Design ccp_tag_init_engine, sky130hd; sources not shown.
Figure 1. Cells by drive strength.
Scale bar: 20 µm.
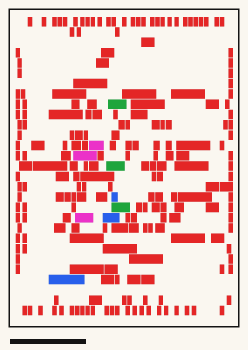
Key: blue = drive 2 [cells 3, share 1.4%]; red = drive 1 or less [cells 213, share 96%]; green = drive 6 and up [cells 3, share 1.4%]; magenta = drive 3 to 4 [cells 3, share 1.4%]
minimum setup slack in the final design: 1.571 ns
area growth from synthesis to layout: -9.807%
Plain + repair buffers: 17
cell area after layout: 1577 µm²

Figure 2. Metal 3.
Scale bar: 20 µm.
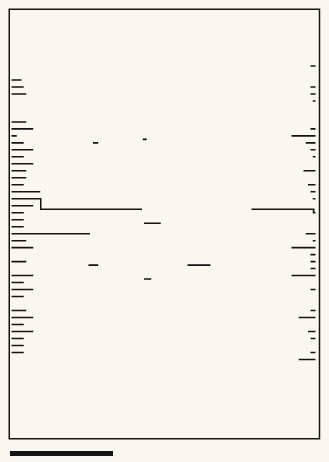
The layer holds 8.4% of the routed length. 65 nets have wire on it.
met3 usage in global routing: 0.02492
wire length after detailed routing: 2272 µm

Figure 3. Placed standard cells.
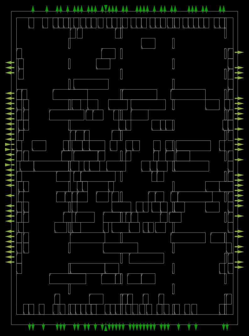
non-filler instance count after layout: 284
flop count: 17
share of cell area taken by flip-flops and latches: 0.2706

==> ds_physical_params.txt <==
Physical implementation characteristics

Parameter                              Value

Run status
  Status .................. finished clean

Global routing
  Via count of the first global-routing pass .................. 754
  Maximum number of pins on one net before global-route repair .................. 18
  Grt total ovfl .................. 0
  Total routing resource utilization after global routing .................. 0.08675
  Initial antenna violation count .................. 0
  Global-route layer with the greatest usage .................. met2
  Global-route wire length before repair .................. 3346 µm
  Met1 usage .................. 0.1042
  GR met2 Demand/Resource .................. 0.1404

STA
  Fin crit share .................. 0.5822
  Pins Over Slew Limit .................. 0
  Total negative setup slack .................. 0 ns
  Maximum achievable frequency .................. 0.4568 GHz
  Final count of hold timing violations .................. 0
  Number of failing setup endpoints in the final timing report .................. 0
  Min Tclk post-route .................. 2.189 ns
  Layout Skew .................. 0.004488 ns
  Worst-case headroom to the max-slew limit .................. 0.5593
  Setup repair after global routing missed its margin .................. false
  Pin slew with the least headroom to its limit .................. 0.6603 ns

Synthesis
  Post-synthesis share of cell area spent on full adders, half adders and majority gates .................. 0.01432
  Ys async rst share .................. 1.000
  Yosys warns .................. 0
  Portion of the post-synthesis area used by sequential elements .................. 0.2441
  Chip Area, Yosys .................. 1748 µm²
  Post-synthesis mux area share .................. 0
  AND/OR/NAND/NOR Cells, Area Fraction .................. 0.1067
  Dominant comb cell .................. buffers and inverters
  Synthesis-stage register bit count .................. 17
  Fraction of synthesized cell area in xor and xnor cells .................. 0
  Area fraction in compound gates after synthesis .................. 0.1238
  Area of the mapped netlist .................. 1748 µm²
  Distinct cell type count of the synthesized netlist .................. 34
  Leading post-synthesis cells by instance count .................. sky130_fd_sc_hd__buf_4 (113), sky130_fd_sc_hd__dfrtp_1 (16), sky130_fd_sc_hd__nand2_1 (11)
  Number of instances in the synthesized netlist .................. 208
  Most instantiated flip-flop cell in the synthesis netlist .................. sky130_fd_sc_hd__dfrtp_1
  Yosys stat cell total .................. 208
  Post-synth tally of flip-flops with integrated enable .................. 0
  Biggest area cells .................. sky130_fd_sc_hd__buf_4 (49%), sky130_fd_sc_hd__dfrtp_1 (23%), sky130_fd_sc_hd__nand2_1 (2.4%)
  Post-synthesis average cell area .................. 8.403 µm²
  Most numerous cell in the Yosys netlist .................. sky130_fd_sc_hd__buf_4
  Area fraction of the dominant cell type after synthesis .................. 0.4853
  Biggest area consumer among synthesized cells .................. sky130_fd_sc_hd__buf_4

CTS
  Count of cells resized by post-cts repair .................. 0
  Clock-pin slew of the registers on the worst-case setup and hold paths .................. 0.07 ns
  Hold Buf Count CTS .................. 0
  Post-CTS Repair Setup Buffers .................. 0
  Number of CTS-inserted buffers .................. 3
  Max Buffers Root-to-Sink .................. 2
  Count of clock tree sinks .................. 17
  CTS Root Cell .................. sky130_fd_sc_hd__clkbuf_8
  H-Tree Level Count .................. 1
  Clock tree from TritonCTS .................. yes
  Worst skew pair latency .................. 0.25 ns

Layout
  Top logic cell by instance count in the layout .................. sky130_fd_sc_hd__conb_1
  Logic area .................. 848.3 µm²
  Layout cell share with drive strength beyond 1 .................. 0.04054
  Max FFs per register .................. 9
  Final Core Density .................. 0.3476
  Fill cells .................. 508
  Number of antenna cells inserted .................. 0
  Flop area .................. 426.7 µm²
  Net count reported at finish .................. 230
  Top library cells by usage in the layout, fill and taps aside .................. sky130_fd_sc_hd__conb_1 (112), sky130_fd_sc_hd__clkdlybuf4s50_1 (17), sky130_fd_sc_hd__dfrtp_1 (16)

Routing
  Per-cell via count in the routed design .................. 3.525
  Total length of routed met2 wires .................. 1152 µm
  Drt wl/cell .................. 8.000 µm
  Top routing layer in use .................. met4
  DR iter-0 viols .................. 12
  DRC violations left .................. 0
  Detailed-routing wirelength on met1 .................. 879 µm
  First-pass detailed-route iteration total .................. 4
  Routed Antenna Nets .................. 0
  Routed wire length on met3 .................. 189 µm
  Total via count after detailed routing .................. 1001

Worst setup path
  Critical path buffers and inverters .................. 0
  Sort of element at the end of the critical path .................. flip-flop
  Crit-path leading delay family .................. simple AND/OR/NAND/NOR gates
  Startpoint types .................. flip-flop
  Worst R2R Setup Slack .................. 1.57 ns
  Req. time, crit path .................. 3.92 ns
  Worst Setup Path Type .................. flip-flop to flip-flop
  Arrival @ worst endpoint .................. 2.35 ns
  Cell occurring most often along the worst timing path .................. sky130_fd_sc_hd__ha_1
  Stage delay of the slowest cell on the critical path .................. 0.47 ns
  Crit path depth .................. 9
  Critical-path maximum fanout .................. 6
  Highest-delay cell along the critical path .................. sky130_fd_sc_hd__or3b_1
  Ordered cell list for the critical path .................. ha_1, and3_1, nand3_1, nor2_1, ha_1, or3b_1, a31oi_1, o21ai_1, o31ai_1
  Reg2reg path depth .................. 9

Pwr
  Logic gate share of total power .................. 0.417
  Pint .................. 426.7 µW
  Reported net switching power .................. 294.1 µW
  Share of total power in the clock network .................. 0.193
  Power share of the sequential group .................. 0.390
  Pwr dens .................. 457.2 nW/µm²
  Post-layout total power .................. 720.8 µW
  Largest vdd supply drop .................. 0.0002231 V
  Net Sw Frac .................. 0.4080
  Static Leakage .................. 0.8186 nW

Placed design
  IO buf count .................. 17
  Routability Congestion .................. 0.7991
  Final HPWL from detailed placement .................. 1848 µm
  Post-Place Worst Slack .................. 1.484 ns

Floorplanning
  Standard-cell rows .................. 29
  I/O pin total .................. 130
  Area inside the core boundary .................. 4536 µm²
  Chip Footprint .................. 5007 µm²
  Die W .................. 60.09 µm
  Die Height .................. 83.33 µm
  Starting density of the core .................. 0.3854

Run
  Maxcap violations .................. 0
  Number of warnings in the stage logs .................. 26

Min path
  Cell depth of the worst hold path .................. 1
  Hold WC Path Type .................. flip-flop to flip-flop
[layout make-up]
class                   instances  area share
clock buffers                   3     0.02619
clock inverters                 1    0.003175
inverters                       2    0.004762
multi-input cells             182      0.5381
flip-flops and latches         17      0.2706
well taps                      62     0.04921
repair buffers                 17      0.1079
[power groups by stage]
stage	sequential (mW)	combinational, mW	clock, mW
CTS	0.283	0.303	0.147
detailed placement	0.286	0.302	0
floorplan	0.289	0.283	0
global placement	0.286	0.302	0
global route	0.290	0.340	0.151
finish	0.281	0.300	0.139
[through the flow]
step	instances	hold slack, ns	instance area, µm²
finish	284	0.5166	1577
global route	284	0.5541	1577
CTS	284	0.5267	1577
detailed placement	280	0.5216	1530
global placement	280	0.5236	1530
floorplan	318	0.5310	2161
No activity file was given, so power comes from the tool's default toggle rates.
